Design ace_aw_snoop_issuer, sky130hd; sources not shown.
**M1 wires**

Supply wires on this layer in gray.
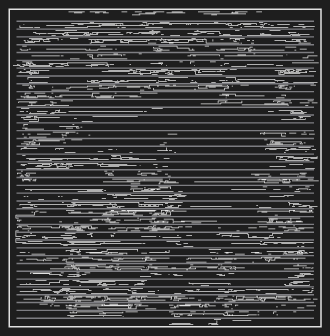
The wires run mostly horizontal. 554 nets have wire on it. The longest straight run is 40.9 um.
drt total wl: 11.55 mm
via count: 3,498
met1 usage: 19.88%

**The metal 2 layer**

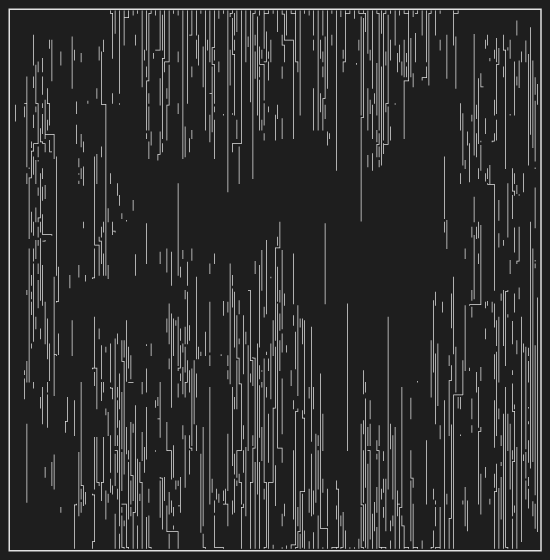
The layer carries 5,600 um of wire. The longest straight run is 50.1 um. 486 nets have wire on it.
met2 GRT Util: 31.22%

**The metal 3 layer**

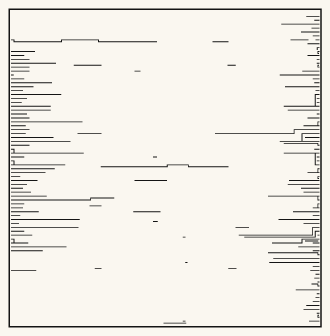
The layer carries 1,180 um of wire. 117 nets have wire on it. The wires run mostly horizontal. The layer holds 10% of the routed length. The longest straight run is 27.6 um.
grt met3 use: 7.584%

**Met4 routing**

Bar = 20 um. Supply wires on this layer in gray.
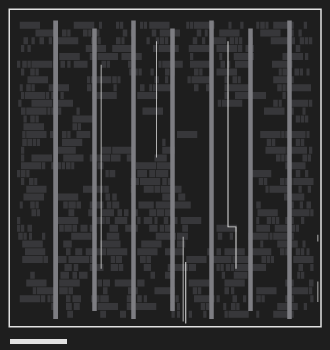
The longest straight run is 70.7 um. The layer holds 2.2% of the routed length. 6 nets have wire on it.

==> CHANGELOG.md <==
### Physical design

* Outcome: complete, no violations
* R2R cell count at 5
* Gr ovfl total at 0
* # fillers at 1,108
* Clk_lat worst skew at 380 ps
* Initial antenna violation count at 0
* # placed instances at 627
* Worst Hold Depth at 1
* LEAKAGE at 1.590 nW
* Slew Limit Fails at 0
* Total CTS buffers at 9
* Root buf cell: clkbuf_8
* Cell Area, Synth at 0.004803 sq mm
* Yosys Instances at 589
* Final min period at 2078 ps
* Sink Count at 112
* Post-synthesis sequential area ratio at 46.68%
* Number of post-CTS setup repair buffers at 0
* First-pass GRT wire length at 16.84 mm
* CP cell instances: inv_1 > ha_1 > nand3_4 > nand2_1 > a21oi_1
* Worst-case clock buffer depth at 2
* Bufs and invs on worst path at 1
* CP max stage delay at 720 ps
* Largest net degree at the start of global routing at 113
* Overall routing resource usage at 18.37%
* Vias per cell at 5.449
* Die height at 110 um
* Ys flop type: dfxtp_1
* DRC Markers at 0
* Core Density at Floorplan at 44.90%
* Stages on worst setup path at 5
* Fin Setup TNS at 0 ps
* Number of global-route vias before repair at 3,338
* 1st-iter DRT viols at 207
* Post-synth EDFFs at 0
* Routed WL per cell at 17.98 um
* Slowest-stage cell, CP: nand3_4
* Sequential cell area at 0.002242 sq mm
* Cell area leaders: dfxtp_1 47%, nand2_1 14%, a21oi_1 11%
* Finished Layout Cells at 642
* Site Rows at 38
* RSZ-0062 raised after global routing: no
* Place WS at 1544 ps
* Max FFs per register at 64
* CP delay by family, top: simple AND/OR/NAND/NOR gates
* RePlAce Congestion at 0.7300
* CTS tree: yes
* Yosys cell types at 35
* Total of max-cap violations at 0
* Most common logic cells in the final layout: 181 x nand2_1, 112 x dfxtp_1, 110 x a21oi_1
* Die x size at 108 um
* CP arrival at 2300 ps
* Post-CTS Hold Fix Bufs at 0
* FFs w/ async S/R, synth at 0%
* Worst-path clk slew at 100 ps
* CTS H-Tree Depth at 3
* Min-delay worst type: primary input to flip-flop
* Area Growth Syn to Fin at -5.184%
* Synthesis Warnings at 0
* Final Hold Vio Count at 0
* Yosys synthesis chip area at 0.004803 sq mm
* Top-area cell share at 46.68%
* Resized Gates After CTS at 0
* Cell type with the highest aggregate area in the netlist: dfxtp_1
* DP HPWL at 7.785 mm
* Finish-stage setup viols at 0
* Power Density at 769.7 mW/mm^2
* I/O Pins at 275
* Worst slew pin tran at 977.6 ps
* Max Fclk at 481.3 MHz
* Slew margin rel. at 34.83%
* Post-route cell area at 0.004554 sq mm
* Design Power at 3.505 mW
* CP Data Required Time at 3870 ps
* Synthesized Nets at 707
* Fin nets at 616
* Busiest layer in global routing: met2
* Most frequent logic cell in the layout: nand2_1
* ANT cells at 0
* R2R setup slack at 1570 ps
* Fraction of layout cells with a size suffix above 1 at 5.578%
* WS Path Type: flip-flop to flip-flop
* PortBufs at 0
* Cycle use final at 56.92%
* Final worst setup slack at 1572 ps
* Placement-stage cell area at 0.004352 sq mm
* Worst IR drop on VDD at 0.0002899 V
* Gate count of the mapped netlist at 589
* Critical Path Source Type: flip-flop
* TritonRoute pass-1 iters at 4
* Crit. End Element: flip-flop
* Core Box Area at 0.01070 sq mm
* Logic area at 0.001907 sq mm
* Critical Path Fanout Max at 87
* Syn Area/Cell at 8.155 sq um
* Die area at 0.01188 sq mm
* Yosys reg bits at 112
* Tool warning count at 32
* Post-route ant nets at 0
worst reg2reg max path: stages (launching register included):
cell	delay, ps
dfxtp_1	350
inv_1	110
ha_1	290
nand3_4	720
nand2_1	360
a21oi_1	90
per-layer routing:
layer	vias to the layer above	wire length, um
li1	1708	-
met1	1623	4518
met2	147	5600
met3	20	1175
met4	0	251
met5	-	0
metrics by stage:
stage	hold WS, ps	utilization [%]
2_1_floorplan	393.9	-
3_3_place_gp	395.9	40.68
3_5_place_dp	404.6	40.68
4_1_cts	150.9	42.57
5_1_grt	146.2	42.57
6_report	176.9	42.57
cell type report:
| type | count | area share [%] |
|---|---|---|
| clock buffer | 12 | 2.967 |
| sequential | 112 | 49.23 |
| multi-input combinational | 372 | 41.87 |
| inverter | 2 | 0.1648 |
| timing repair buffer | 1 | 0.4396 |
| tap | 140 | 3.846 |
| clock inverter | 3 | 1.484 |
power breakdown:
part / internal [mW] / leakage, nW / switching [mW]
Combinational: 0.301 / 0.580 / 0.616
Clock: 0.384 / 0.0967 / 0.406
Sequential: 1.43 / 0.914 / 0.366
Total: 2.12 / 1.59 / 1.39
cell usage after synthesis, drive strengths merged (2+ instances only):
cell / count
a31o: 5
mux2i: 4
o21ai: 5
nor3: 4
buf: 84
nand2b: 9
and3: 7
o21bai: 2
a21boi: 3
nor2: 2
ha: 9
o2111ai: 5
nand3: 5
dfxtp: 112
a21oi: 110
a2111oi: 2
o31ai: 9
inv: 2
clkbuf: 19
nand2: 181
cell families after synthesis:
group                    share of synthesized area [%]
multiplexers                                    0.8336
AND/OR/NAND/NOR                                  18.55
adder cells (fa/ha/maj)                          2.344
flip-flops                                       46.68
buffers and inverters                            13.91
AND-OR/OR-AND                                    17.69
Power figures rest on the tool's default switching activity, not on a simulated workload.
